## config.mk

```make
export PLATFORM = sky130hd
export DESIGN_NAME = seven_seg_capture_flat
export DESIGN_NICKNAME = d
export VERILOG_FILES = /design/src/rtl/seven_seg_capture_if.sv /design/src/rtl/seven_seg_capture.sv /design/src/flat_wrapper.sv
export SDC_FILE = /design/constraint.sdc
export NUM_CORES = 1
export LEC_CHECK = 0
export CORE_UTILIZATION = 25
export DETAILED_ROUTE_END_ITERATION = 12
export GPL_ROUTABILITY_DRIVEN = 1
export PLACE_DENSITY = 0.48
export SETUP_SLACK_MARGIN = 0.1
export SYNTH_ARGS = -nofsm -noshare
export SYNTH_HDL_FRONTEND = slang
export SYNTH_SLANG_ARGS = --single-unit
```

## constraint.sdc

```tcl
create_clock -name clk -period 2.97 [get_ports clk]
set_clock_uncertainty 0.05 [all_clocks]
set_input_delay 0.594 -clock clk [delete_from_list [all_inputs] [get_ports clk]]
set_output_delay 0.594 -clock clk [all_outputs]
set_load 0.05 [all_outputs]
```

## src/rtl/seven_seg_capture_if.sv

```systemverilog
// Bus bundle for the seven-segment capture block: the multiplexed display
// lines coming in, and the captured frame leaving through a valid/ready handshake.
// The slave modport is the capture block. The master modport is whoever drives
// the display lines and consumes frames.
`timescale 1ns/1ps
interface seven_seg_capture_if #(
  parameter int DIGITS = 4
);
  logic [6:0]          seg_in;
  logic [DIGITS-1:0]   an_in;
  logic [4*DIGITS-1:0] value;
  logic [DIGITS-1:0]   digit_err;
  logic                valid;
  logic                ready;
  logic                overrun;

  modport master (
    output seg_in, an_in, ready,
    input  value, digit_err, valid, overrun
  );

  modport slave (
    input  seg_in, an_in, ready,
    output value, digit_err, valid, overrun
  );
endinterface

```

## src/rtl/seven_seg_capture.sv

```systemverilog
// seven_seg_capture: samples a multiplexed active-low seven-segment bus.
// Each digit is accepted once its {an_in, seg_in} pattern has been stable for
// STABLE_CYCLES samples. The pattern is decoded back to a nibble, and the
// nibbles are collected into one frame per full set of digits. Each frame is
// offered downstream through valid/ready. If a frame completes while the
// previous one has not been taken, the new frame is dropped and the sticky
// overrun flag is set.
// Optional macro SEVEN_SEG_CAP_SYNC_EN: passes the pins through a 2-flop
// synchronizer before sampling. This adds 2 cycles of input latency.
`timescale 1ns/1ps
module seven_seg_capture #(
  parameter int DIGITS        = 4,
  parameter int STABLE_CYCLES = 4
) (
  input logic                clk,
  input logic                rst_n,
  seven_seg_capture_if.slave bus
);
  localparam int CW = $clog2(STABLE_CYCLES + 1);
  localparam int SW = DIGITS + 7;
  localparam logic [CW-1:0] COUNT_MAX = CW'(STABLE_CYCLES);

  typedef enum logic [1:0] {WAIT, SETTLE, HOLD} state_t;

  // {err, nibble}; anything that is not a hex glyph reports nibble 0 with err set
  function automatic logic [4:0] decode(input logic [6:0] s);
    case (s)
      7'b1000000: decode = 5'h00;
      7'b1111001: decode = 5'h01;
      7'b0100100: decode = 5'h02;
      7'b0110000: decode = 5'h03;
      7'b0011001: decode = 5'h04;
      7'b0010010: decode = 5'h05;
      7'b0000010: decode = 5'h06;
      7'b1111000: decode = 5'h07;
      7'b0000000: decode = 5'h08;
      7'b0010000: decode = 5'h09;
      7'b0001000: decode = 5'h0A;
      7'b0000011: decode = 5'h0B;
      7'b1000110: decode = 5'h0C;
      7'b0100001: decode = 5'h0D;
      7'b0000110: decode = 5'h0E;
      7'b0001110: decode = 5'h0F;
      default:    decode = 5'h10;
    endcase
  endfunction

  logic [DIGITS-1:0] an_s;
  logic [6:0]        seg_s;

`ifdef SEVEN_SEG_CAP_SYNC_EN
  logic [SW-1:0] sync_a_reg, sync_b_reg;

  // Two-flop synchronizer. It resets to the idle (all-high) bus pattern.
  always_ff @(posedge clk) begin
    if (!rst_n) begin
      sync_a_reg <= '1;
      sync_b_reg <= '1;
    end else begin
      sync_a_reg <= {bus.an_in, bus.seg_in};
      sync_b_reg <= sync_a_reg;
    end
  end

  assign an_s  = sync_b_reg[SW-1:7];
  assign seg_s = sync_b_reg[6:0];
`else
  assign an_s  = bus.an_in;
  assign seg_s = bus.seg_in;
`endif

  state_t              state_reg, state_next;
  logic [CW-1:0]       count_reg, count_next, count_inc;
  logic [SW-1:0]       latched_reg;
  logic [4*DIGITS-1:0] frame_reg, frame_merge, value_reg;
  logic [DIGITS-1:0]   ferr_reg, ferr_merge, err_reg;
  logic [DIGITS-1:0]   mask_reg, mask_merge;
  logic                valid_reg, overrun_reg;

  logic [SW-1:0]     sample;
  logic [DIGITS-1:0] sel;
  logic              legal, same, latch_en, capture, complete, accept;
  logic [4:0]        decoded;

  assign sample  = {an_s, seg_s};
  assign sel     = ~an_s;
  assign legal   = (sel != '0) && ((sel & (sel - DIGITS'(1))) == '0);
  assign same    = (sample == latched_reg);
  assign decoded = decode(seg_s);
  assign count_inc = (count_reg < COUNT_MAX) ? count_reg + CW'(1) : count_reg;

  // Next-state decision. The WAIT case also covers a changed sample in HOLD.
  always_comb begin
    state_next = state_reg;
    count_next = count_reg;
    latch_en   = 1'b0;
    capture    = 1'b0;
    if (state_reg == SETTLE && same) begin
      count_next = count_inc;
      if (count_inc == COUNT_MAX) begin
        capture    = 1'b1;
        state_next = HOLD;
      end
    end else if (!(state_reg == HOLD && same)) begin
      if (legal) begin
        latch_en   = 1'b1;
        count_next = CW'(1);
        if (STABLE_CYCLES == 1) begin
          capture    = 1'b1;
          state_next = HOLD;
        end else begin
          state_next = SETTLE;
        end
      end else begin
        state_next = WAIT;
      end
    end
  end

  // Merge a capture into the frame buffer, one slot per digit select.
  for (genvar gi = 0; gi < DIGITS; gi++) begin : g_slot
    assign frame_merge[4*gi +: 4] = (capture && sel[gi]) ? decoded[3:0] : frame_reg[4*gi +: 4];
    assign ferr_merge[gi]         = (capture && sel[gi]) ? decoded[4]   : ferr_reg[gi];
  end

  assign mask_merge = mask_reg | (capture ? sel : '0);
  assign complete   = capture && (&mask_merge);
  assign accept     = valid_reg && bus.ready;

  // State, frame assembly and the output handshake are updated together.
  always_ff @(posedge clk) begin
    if (!rst_n) begin
      state_reg   <= WAIT;
      count_reg   <= '0;
      latched_reg <= '1;
      frame_reg   <= '0;
      ferr_reg    <= '0;
      mask_reg    <= '0;
      value_reg   <= '0;
      err_reg     <= '0;
      valid_reg   <= 1'b0;
      overrun_reg <= 1'b0;
    end else begin
      state_reg <= state_next;
      count_reg <= count_next;
      if (latch_en) latched_reg <= sample;
      frame_reg <= frame_merge;
      ferr_reg  <= ferr_merge;
      mask_reg  <= complete ? '0 : mask_merge;
      if (accept) begin
        valid_reg   <= 1'b0;
        overrun_reg <= 1'b0;
      end
      if (complete) begin
        if (!valid_reg || accept) begin
          value_reg <= frame_merge;
          err_reg   <= ferr_merge;
          valid_reg <= 1'b1;
        end else begin
          overrun_reg <= 1'b1;
        end
      end
    end
  end

  assign bus.value     = value_reg;
  assign bus.digit_err = err_reg;
  assign bus.valid     = valid_reg;
  assign bus.overrun   = overrun_reg;
endmodule

```

## src/flat_wrapper.sv

```systemverilog
// flat-port wrapper written by rule: the top's interface ports become plain ports
module seven_seg_capture_flat 
#(
  parameter int DIGITS        = 4,
  parameter int STABLE_CYCLES = 4
)
  (clk, rst_n, bus_seg_in, bus_an_in, bus_ready, bus_value, bus_digit_err, bus_valid, bus_overrun);
  seven_seg_capture_if #(.DIGITS(DIGITS)) bus_i ();
  input logic clk;
  input logic rst_n;
  input wire logic [$bits(bus_i.seg_in)-1:0] bus_seg_in;
  input wire logic [$bits(bus_i.an_in)-1:0] bus_an_in;
  input wire logic [$bits(bus_i.ready)-1:0] bus_ready;
  output wire logic [$bits(bus_i.value)-1:0] bus_value;
  output wire logic [$bits(bus_i.digit_err)-1:0] bus_digit_err;
  output wire logic [$bits(bus_i.valid)-1:0] bus_valid;
  output wire logic [$bits(bus_i.overrun)-1:0] bus_overrun;
  assign bus_i.seg_in = bus_seg_in;
  assign bus_i.an_in = bus_an_in;
  assign bus_i.ready = bus_ready;
  assign bus_value = bus_i.value;
  assign bus_digit_err = bus_i.digit_err;
  assign bus_valid = bus_i.valid;
  assign bus_overrun = bus_i.overrun;
  seven_seg_capture #(.DIGITS(DIGITS), .STABLE_CYCLES(STABLE_CYCLES)) u_core (.clk(clk), .rst_n(rst_n), .bus(bus_i));
endmodule
```

Figure 1. Signal wires on met1.
Bar = 20 µm. Supply wires on this layer in gray.
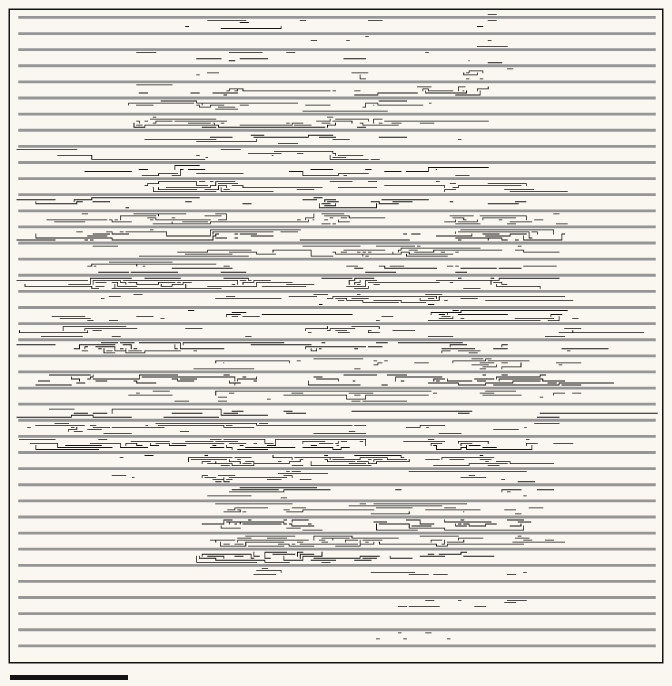
main direction: horizontal
nets with wire on the layer: 377
longest straight run: 36.3 µm

==> results.ini <==
[yosys]
ys_seq_share_pct=42.5
compound_area_share_pct=14.1
synthMostInstantiatedCell=dfxtp_1
synth_cell_types=52
floorplan.nets=341
synth-edff-count=0
logic_family=simple AND/OR/NAND/NOR gates
syn_inst=326
yosys_area_um2=2920
synthFlopType=dfxtp_1
yosysWarningCount=0
adder_share_pct=0.429
xor_share_pct=4.50
synthTopCellsByCount=dfxtp_1, nand2_1, mux2i_1
mux_area_share_pct=9.60
ys_sh_simple_pct=24.3
yosys-stat-cells=326
avgSynthCellArea_um2=8.95
top_cells_by_area=dfxtp_1, mux2i_1, nand2_1
ys_async_sr_fraction_pct=0
numSynthFlops=62
yosysTopAreaCell=dfxtp_1

[final_timing]
finalSetupViolCount=0
relSlewSlack_pct=46.8
fmax_mhz=373
layout_setup_ws_ns=0.288
fin_crit_ns=2.68
slew_violations=0
post-route-period-util_pct=90.3
grt_setup_unrepaired=false
hold_viol=0
max_slew.worst_pin.slew_ns=0.798

[layout]
final_cell_mix=dfxtp_1, nand2_1, clkdlybuf4s50_1, buf_4, mux2i_1
syn_to_final_growth_pct=36.4
utilization_pct=34.9
num-nets-final=397
n_antenna_cell=0
drive_gt1_share_pct=17.6
fillers=1178
seq_area_um2=1240
lay_top_count=dfxtp_1
logic_area_um2=1550

[global_routing]
track_usage_pct=13.5
grt_max_degree=35
grt-ovfl-total=0
grt_pass1_vias=2463
antenna_found_initial=0
grt_pass1_wl_um=12500

[floorplanning]
num_rows=39
chip_area_um2=12100
coreArea_um2=11400
fp_util_pct=25.6
die_w_um=110
die_y_um=110
ioPinCount=36

[cts]
clock_sinks=62
cts_tree=done
htree_levels=3
cts.path.max_buffers=2
cts_root_buffer=clkbuf_16
numCtsBuffers=9

[worst_setup_path]
worst-endpoint-required_ns=3.09
end_kind=flip-flop
reg2reg_slack_ns=0.29
arrival_ns=2.80
crit_type=reg2reg
critPathMaxStageDelay_ns=0.51
regToRegStartpoint=u_core.count_reg[0]
cp.buffers_inverters=1
cp-startpoint=u_core.count_reg[0]
cp_max_fo=10
cpMaxStageDelayCell=or4_4
reg2reg_to=u_core.bus.digit_err[1]
crit_chain=ha_1 -> nand4bb_2 -> a21o_2 -> or4_4 -> nor3_4 -> buf_12 -> mux2i_1 -> a211oi_2
cp-endpoint=u_core.bus.digit_err[1]

[power_and_ir_drop]
p_seq_uw=855
p_per_area_nw_per_um2=544
p_sw_uw=481
switching_share_pct=22.2
powerClk_uw=1130
internal_power_uw=1690
p_leak_uw=0.00141
p_comb_share_pct=8.6
p_seq_share_pct=39.5
comb_power_uw=186
fin_total_pwr_uw=2170
ir_drop_uv=261

[route]
dr.pass1.iters=4
drtIter0Drc=111
drc=0
wl_per_cell_um=14.3
vias=2522
drt_wl_total_um=7560
vias_per_cell=4.76
drtAntennaViolNets=0

[min_path]
hold-path-endpoint=u_core.mask_reg[0]
min-delay-start=u_core.mask_reg[0]
hold_path_depth=1
hp-class=reg2reg

[outcome]
status=finished clean

[flow_run]
cap_violations=0
warning_count=26

[place]
pre_cts_ws_ns=-0.0457
place_inst=514
port_buffers=35
place_hpwl_um=5100

Figure 2. Signal wires on met2.
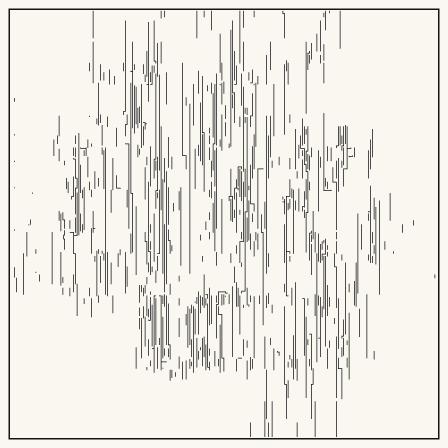
nets with wire on the layer: 330
main direction: vertical
longest straight run: 43.5 µm

==> per-layer routing <==
layer	up-vias	track usage (%)	wire length, µm
met5	-	0	0
met2	41	21.6	3570
met1	1200	18.1	3690
met3	6	2.47	238
met4	0	5.14	68
li1	1275	-	-
==> through the flow <==
step	hold WS (ns)	instance area, µm²
CTS	0.418	3980
detailed placement	0.405	3660
floorplan	0.391	2920
global placement	0.402	3660
finish	0.415	3980
global route	0.432	3980
==> area by class of cell <==
class | count | area share [%]
multi-input combinational | 233 | 39.0
sequential | 62 | 31.2
timing repair buffer | 73 | 16.9
clock buffer | 10 | 6.00
tap | 143 | 4.49
clock inverter | 6 | 2.14
inverter | 3 | 0.283
==> what timing repair did <==
item / in CTS / in global routing
hold buffers: 0 / 0
gates resized: 0 / 1
endpoints found under the setup margin: 0 / 1
